File: src/rtl/dds_pkg.sv
// Shared DDS definitions: default widths, sweep sequencer states and dwell helper.
package dds_pkg;

  localparam int unsigned DDS_ACC_W   = 32;
  localparam int unsigned DDS_PHASE_W = 8;
  localparam int unsigned DDS_DWELL_W = 16;
  localparam int unsigned DDS_STEP_W  = 12;

  typedef enum logic [2:0] {
    S_IDLE  = 3'd0,
    S_LOAD  = 3'd1,
    S_DWELL = 3'd2,
    S_STEP  = 3'd3,
    S_DONE  = 3'd4
  } sweep_state_e;

  // Counter preload for a dwell of max(dwell,1) cycles.
  function automatic logic [DDS_DWELL_W-1:0] dwell_load(input logic [DDS_DWELL_W-1:0] dwell);
    return (dwell == '0) ? '0 : dwell - DDS_DWELL_W'(1);
  endfunction

endpackage

File: src/rtl/dds_dwell_timer.sv
// Loadable down-counter with terminal-count flag; load has priority over decrement.
module dds_dwell_timer #(
  parameter int unsigned W = 16
) (
  input  logic         clk,
  input  logic         rst,
  input  logic         load,
  input  logic [W-1:0] load_val,
  input  logic         dec,
  output logic [W-1:0] count,
  output logic         tc_c
);

  always_ff @(posedge clk) begin
    if (rst) begin
      count <= '0;
    end else if (load) begin
      count <= load_val;
    end else if (dec && (count != '0)) begin
      count <= count - W'(1);
    end
  end

  assign tc_c = (count == '0);

endmodule

File: src/rtl/dds_sweep_ctrl.sv
// Frequency-sweep sequencer: steps the DDS tuning word from a latched start value
// by a fixed increment every dwell period, optionally restarting continuously.
module dds_sweep_ctrl
  import dds_pkg::*;
#(
  parameter int unsigned ACC_W   = DDS_ACC_W,
  parameter int unsigned PHASE_W = DDS_PHASE_W,
  parameter int unsigned DWELL_W = DDS_DWELL_W,
  parameter int unsigned STEP_W  = DDS_STEP_W
) (
  input  logic               clk,
  input  logic               rst,
  input  logic               start,
  input  logic               abort,
  input  logic               cont,
  input  logic [ACC_W-1:0]   f_start,
  input  logic [ACC_W-1:0]   f_step,
  input  logic [STEP_W-1:0]  n_steps,
  input  logic [DWELL_W-1:0] dwell,
  input  logic [PHASE_W-1:0] phase_in,
  output logic [ACC_W-1:0]   tuning_word,
  output logic [PHASE_W-1:0] phase_out,
  output logic               dds_en,
  output logic               dds_phase_rst,
  output logic               busy,
  output logic               done,
  output logic [STEP_W-1:0]  step_idx
);

  sweep_state_e       state;
  logic [ACC_W-1:0]   f_start_q;
  logic [ACC_W-1:0]   f_step_q;
  logic [STEP_W-1:0]  n_steps_q;
  logic [DWELL_W-1:0] dwell_ld_q;
  logic               cont_q;

  logic [DWELL_W-1:0] dwell_ld_c;
  logic [DWELL_W-1:0] tmr_val_c;
  logic [DWELL_W-1:0] tmr_count;
  logic               tmr_load_c;
  logic               tmr_dec_c;
  logic               tmr_tc_c;
  logic               active_c;
  sweep_state_e       after_step_c;

  assign dwell_ld_c   = DWELL_W'(dwell_load(DDS_DWELL_W'(dwell)));
  assign active_c     = (state == S_LOAD) || (state == S_DWELL) || (state == S_STEP);
  // A zero preload means every cycle is the last of its dwell period.
  assign after_step_c = (dwell_ld_q == '0) ? S_STEP : S_DWELL;

  // Dwell timer control: preload on start and on every step, otherwise count down.
  always_comb begin
    tmr_load_c = 1'b0;
    tmr_dec_c  = 1'b0;
    tmr_val_c  = dwell_ld_q;
    if (!abort) begin
      if (state == S_IDLE) begin
        if (start) begin
          tmr_load_c = 1'b1;
          tmr_val_c  = dwell_ld_c;
        end
      end else if (active_c) begin
        if (tmr_tc_c) begin
          tmr_load_c = 1'b1;
        end else begin
          tmr_dec_c = 1'b1;
        end
      end
    end
  end

  dds_dwell_timer #(
    .W (DWELL_W)
  ) u_dwell_timer (
    .clk      (clk),
    .rst      (rst),
    .load     (tmr_load_c),
    .load_val (tmr_val_c),
    .dec      (tmr_dec_c),
    .count    (tmr_count),
    .tc_c     (tmr_tc_c)
  );

  // Sequencer state and all registered outputs.
  always_ff @(posedge clk) begin
    if (rst) begin
      state         <= S_IDLE;
      tuning_word   <= '0;
      phase_out     <= '0;
      step_idx      <= '0;
      dds_en        <= 1'b0;
      dds_phase_rst <= 1'b0;
      busy          <= 1'b0;
      done          <= 1'b0;
      f_start_q     <= '0;
      f_step_q      <= '0;
      n_steps_q     <= '0;
      dwell_ld_q    <= '0;
      cont_q        <= 1'b0;
    end else begin
      dds_phase_rst <= 1'b0;
      done          <= 1'b0;
      if (abort) begin
        state  <= S_IDLE;
        dds_en <= 1'b0;
        busy   <= 1'b0;
      end else begin
        case (state)
          S_IDLE: begin
            if (start) begin
              f_start_q     <= f_start;
              f_step_q      <= f_step;
              n_steps_q     <= n_steps;
              dwell_ld_q    <= dwell_ld_c;
              cont_q        <= cont;
              tuning_word   <= f_start;
              phase_out     <= phase_in;
              step_idx      <= '0;
              dds_phase_rst <= 1'b1;
              dds_en        <= 1'b1;
              busy          <= 1'b1;
              state         <= S_LOAD;
            end
          end
          S_LOAD, S_DWELL, S_STEP: begin
            if (tmr_tc_c) begin
              if (step_idx == n_steps_q) begin
                if (cont_q) begin
                  tuning_word   <= f_start_q;
                  step_idx      <= '0;
                  dds_phase_rst <= 1'b1;
                  state         <= after_step_c;
                end else begin
                  busy   <= 1'b0;
                  dds_en <= 1'b0;
                  done   <= 1'b1;
                  state  <= S_DONE;
                end
              end else begin
                tuning_word <= tuning_word + f_step_q;
                step_idx    <= step_idx + STEP_W'(1);
                state       <= after_step_c;
              end
            end else begin
              state <= (tmr_count == DWELL_W'(1)) ? S_STEP : S_DWELL;
            end
          end
          S_DONE:  state <= S_IDLE;
          default: state <= S_IDLE;
        endcase
      end
    end
  end

endmodule

File: config.mk
export PLATFORM = sky130hd
export DESIGN_NAME = dds_sweep_ctrl
export DESIGN_NICKNAME = d
export VERILOG_FILES = /design/src/rtl/dds_pkg.sv /design/src/rtl/dds_dwell_timer.sv /design/src/rtl/dds_sweep_ctrl.sv
export SDC_FILE = /design/constraint.sdc
export NUM_CORES = 1
export LEC_CHECK = 0
export CAP_MARGIN = 20
export CORE_AREA = 3 3 128 130
export DETAILED_ROUTE_END_ITERATION = 8
export DIE_AREA = 0 0 131 133
export DONT_BUFFER_PORTS = 1
export PLACE_DENSITY = 0.73
export SLEW_MARGIN = 20
export SYNTH_ARGS = -nofsm -noshare
export SYNTH_HDL_FRONTEND = slang
export SYNTH_SLANG_ARGS = --single-unit
File: constraint.sdc
create_clock -name clk -period 8.72 [get_ports clk]
set_clock_uncertainty 0.1 [all_clocks]
set_input_delay 1.744 -clock clk [delete_from_list [all_inputs] [get_ports clk]]
set_output_delay 1.744 -clock clk [all_outputs]
set_load 0.01 [all_outputs]
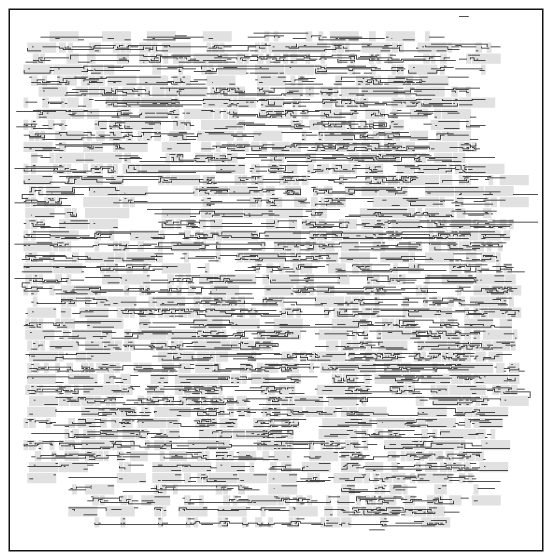
**Above:** met1 routing.
Cells faint in the background.
share of all routed wire: 43%
wire length on this layer: 10600 µm
longest straight run: 48.8 µm
WL final: 24.6 mm
Vias: 8271

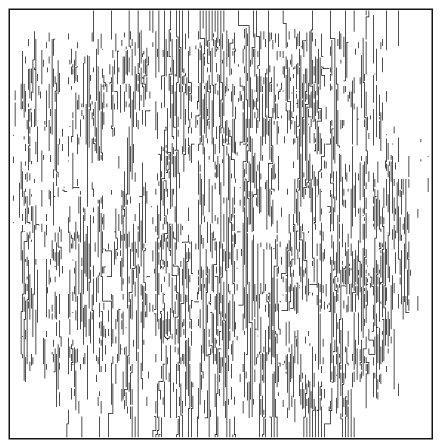
**Above:** metal 2.
share of all routed wire: 47%
main direction: vertical

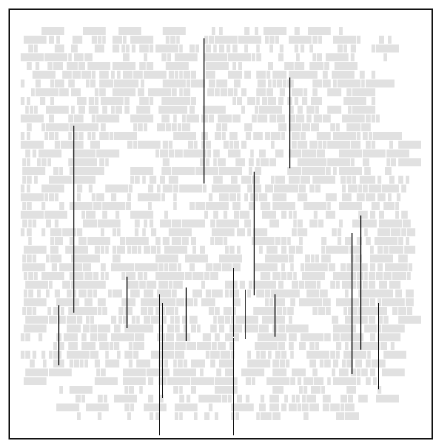
**Above:** the metal 4 layer.
Cells faint in the background.
longest straight run: 57.8 µm
wire length on this layer: 482 µm
nets with wire on the layer: 11
main direction: vertical
share of all routed wire: 2.0%

[worst max-delay path: stages]
cell      delay (ps)
nor4b_2          500
nand2b_4          80
buf_6            340
o31ai_4          130
buf_4            350
o31a_2           580
nand4_4          210
nor4_2           340
xnor2_1          150
nor2_1            50
[cell families (layout without fill, tap and decap cells)]
logic type,Yosys count,in the layout,share of synthesized area
multiplexers,14,14,0.0155
AND/OR/NAND/NOR,494,494,0.245
flip-flops,167,167,0.368
AND-OR/OR-AND,345,345,0.236
XOR/XNOR,50,50,0.0482
buffers and inverters,89,55,0.0380
adder cells (fa/ha/maj),36,36,0.0504
[worst min-delay path by stage]
stage | startpoint | end | slack [ps] | depth (start not counted)
global route | f_start_q[30]$_SDFFE_PP0P_ | f_start_q[30]$_SDFFE_PP0P_ | 360 | 2
detailed placement | f_start_q[30]$_SDFFE_PP0P_ | f_start_q[30]$_SDFFE_PP0P_ | 340 | 2
global placement | f_start_q[29]$_SDFFE_PP0P_ | f_start_q[29]$_SDFFE_PP0P_ | 330 | 2
floorplan | f_start_q[20]$_SDFFE_PP0P_ | f_start_q[20]$_SDFFE_PP0P_ | 330 | 2
finish | f_start_q[30]$_SDFFE_PP0P_ | f_start_q[30]$_SDFFE_PP0P_ | 350 | 2
CTS | f_start_q[9]$_SDFFE_PP0P_ | f_start_q[9]$_SDFFE_PP0P_ | 340 | 2
[cell type report]
type / instances / area (µm²) / area share
Sequential cell: 167 / 3340 / 0.340
Clock buffer: 17 / 425 / 0.0433
Multi-Input combinational cell: 939 / 5450 / 0.555
Timing Repair Buffer: 9 / 71.3 / 0.00726
Clock inverter: 15 / 215 / 0.0219
Inverter: 14 / 52.6 / 0.00535
Tap cell: 211 / 264 / 0.0269
==> run_results.csv <==
group,metric,value,unit
run_status,outcome,"completed",
setup_path,cp-endpoint,"step_idx[11]$_SDFFE_PP0P_",
power,pwr-share-seq,0.423,
floorplanning,io_pins,161,
timing,slew_headroom,0.388,
clocking,cts_setup_buffers,0,
clocking,htree_num_levels,4,
timing,worst_slew_pin_slew,917,ps
drt,antenna_left,0,
power,clkPwrFrac,0.404,
logic_synthesis,largest_area_cell,"dfxtp_1",
final_layout,syn2layout_area_growth,7.99,%
setup_path,reg2reg_depth,9,
logic_synthesis,fp_nets,1336,
power,pg_clk,0.825,mW
power,power.density,208,nW/µm²
logic_synthesis,synthCells,1195,
place,placed_cell_area,9170,µm²
power,p_seq,0.865,mW
logic_synthesis,synth_flops,167,
drt,drtIter0Drc,656,
global_routing,grt.overflow.total,0,
place,place.gp.congestion,0.892,
power,switching_share,0.302,
power,power.leakage,3.82,nW
global_routing,first_global_vias,7729,
place,dp_cells,1340,
clocking,cts_sinks,167,
power,pg_comb,0.353,mW
timing,finalSetupTns,0,ps
global_routing,grt_antenna_before_repair,0,
flow_run,drv_cap,0,
logic_synthesis,ys_types,74,
final_layout,fill_cells,1375,
drt,avgViaCountPerCell,6.03,
clocking,clk_latency,440,ps
timing,final-setup-viol-count,0,
drt,dr_wl_met3,2.01,mm
clocking,cts_inserted_buffers,17,
logic_synthesis,synthArstFlopShare,0,
floorplanning,core,15300,µm²
final_layout,fin_area,9820,µm²
power,p_int,1.43,mW
drt,routedWlPerCell,17.9,µm
timing,hold_slack,346,ps
drt,wirelength_met1,10.6,mm
floorplanning,dieArea,17400,µm²
final_layout,layout.cells.non_filler,1372,
global_routing,met3_usage,0.0848,
timing,grt_setup_unrepaired,"no",
floorplanning,die_x,131,µm
clocking,hold_buffers,0,
logic_synthesis,yosys_cells,1195,
setup_path,r2r-end,"step_idx[11]$_SDFFE_PP0P_",
logic_synthesis,yosys-top-cells-area,"dfxtp_1 (37%), nand2_1 (10%), a21oi_1 (8.3%)",
clocking,cts_tree,"done",
logic_synthesis,syn_avg_cell_area,7.61,µm²
drt,drc_errors,0,
logic_synthesis,synth-warning-count,0,
logic_synthesis,ys_seq_frac,0.368,
global_routing,grt_max_degree,130,
drt,routed.top_layer,"met4",
clocking,cts_resized,0,
drt,met2_length,11.5,mm
clocking,cts_root_buf,"clkbuf_16",
power,peakVddDrop,166,µV
timing,setup_slack,4450,ps
floorplanning,fp_util,0.596,
setup_path,endpoint_kind,"flip-flop",
global_routing,grt_pass1_wl,39.6,mm
setup_path,r2r_start,"state[0]$_SDFFE_PP0P_",
logic_synthesis,synth-edff-count,0,
logic_synthesis,yosys_most_used_dff,"dfxtp_1",
power,maxPowerGroup,"sequential cells",
logic_synthesis,synth.most_common_cell,"nand2_1",
final_layout,utilization,0.644,
timing,fmax,234,MHz
setup_path,crit_path_start_kind,"input pin",
power,switching_power,0.617,mW
timing,slew_violations,0,
floorplanning,placementRows,45,
logic_synthesis,top_area_frac,0.368,
setup_path,crit_fanout,105,
power,p_comb_frac,0.173,
place,io_buffer_count,0,
place,post-dp-hpwl,16.8,mm
logic_synthesis,synthesis.area,9090,µm²
setup_path,crit_path_start,"start",
flow_run,openroad.warnings,31,
setup_path,rrSetupSlack,5030,ps
setup_path,critPathRequiredTime,8960,ps
logic_synthesis,yosys_area,9090,µm²
timing,finalCritPeriodShare,0.489,
global_routing,grt.busiest_layer,"met2",
setup_path,path_class,"in -> reg",
clocking,clkTransAtPathRegs,70,ps
timing,post-route-min-period,4270,ps
final_layout,post_route_cells_drive_above_1_share,0.0560,
final_layout,layout_top_cell,"nand2_1",
final_layout,antenna-diode-count,0,
global_routing,track_usage,0.280,
final_layout,layout.nets,1289,
power,power.total,2.04,mW
floorplanning,die_h,133,µm
logic_synthesis,synthTopCellsByCount,"nand2_1 (244), dfxtp_1 (167), a21oi_1 (151)",
setup_path,crit_arrival,4500,ps
final_layout,layout_top_cells,"nand2_1 (244), dfxtp_1 (167), a21oi_1 (151), nor2_1 (105), o21ai_0 (58)",
global_routing,gr-usage-met2,0.445,
hold_path,holdCritPathClass,"reg -> reg",
drt,first_pass_iters,5,
timing,finalHoldViolCount,0,
final_layout,largestRegisters,"f_start_q (32), f_step_q (32), tuning_word (32)",
clocking,clockBufferDepth,2,
place,dp_slack,3500,ps
global_routing,met1_usage,0.361,
Power and IR drop assume default switching activity.
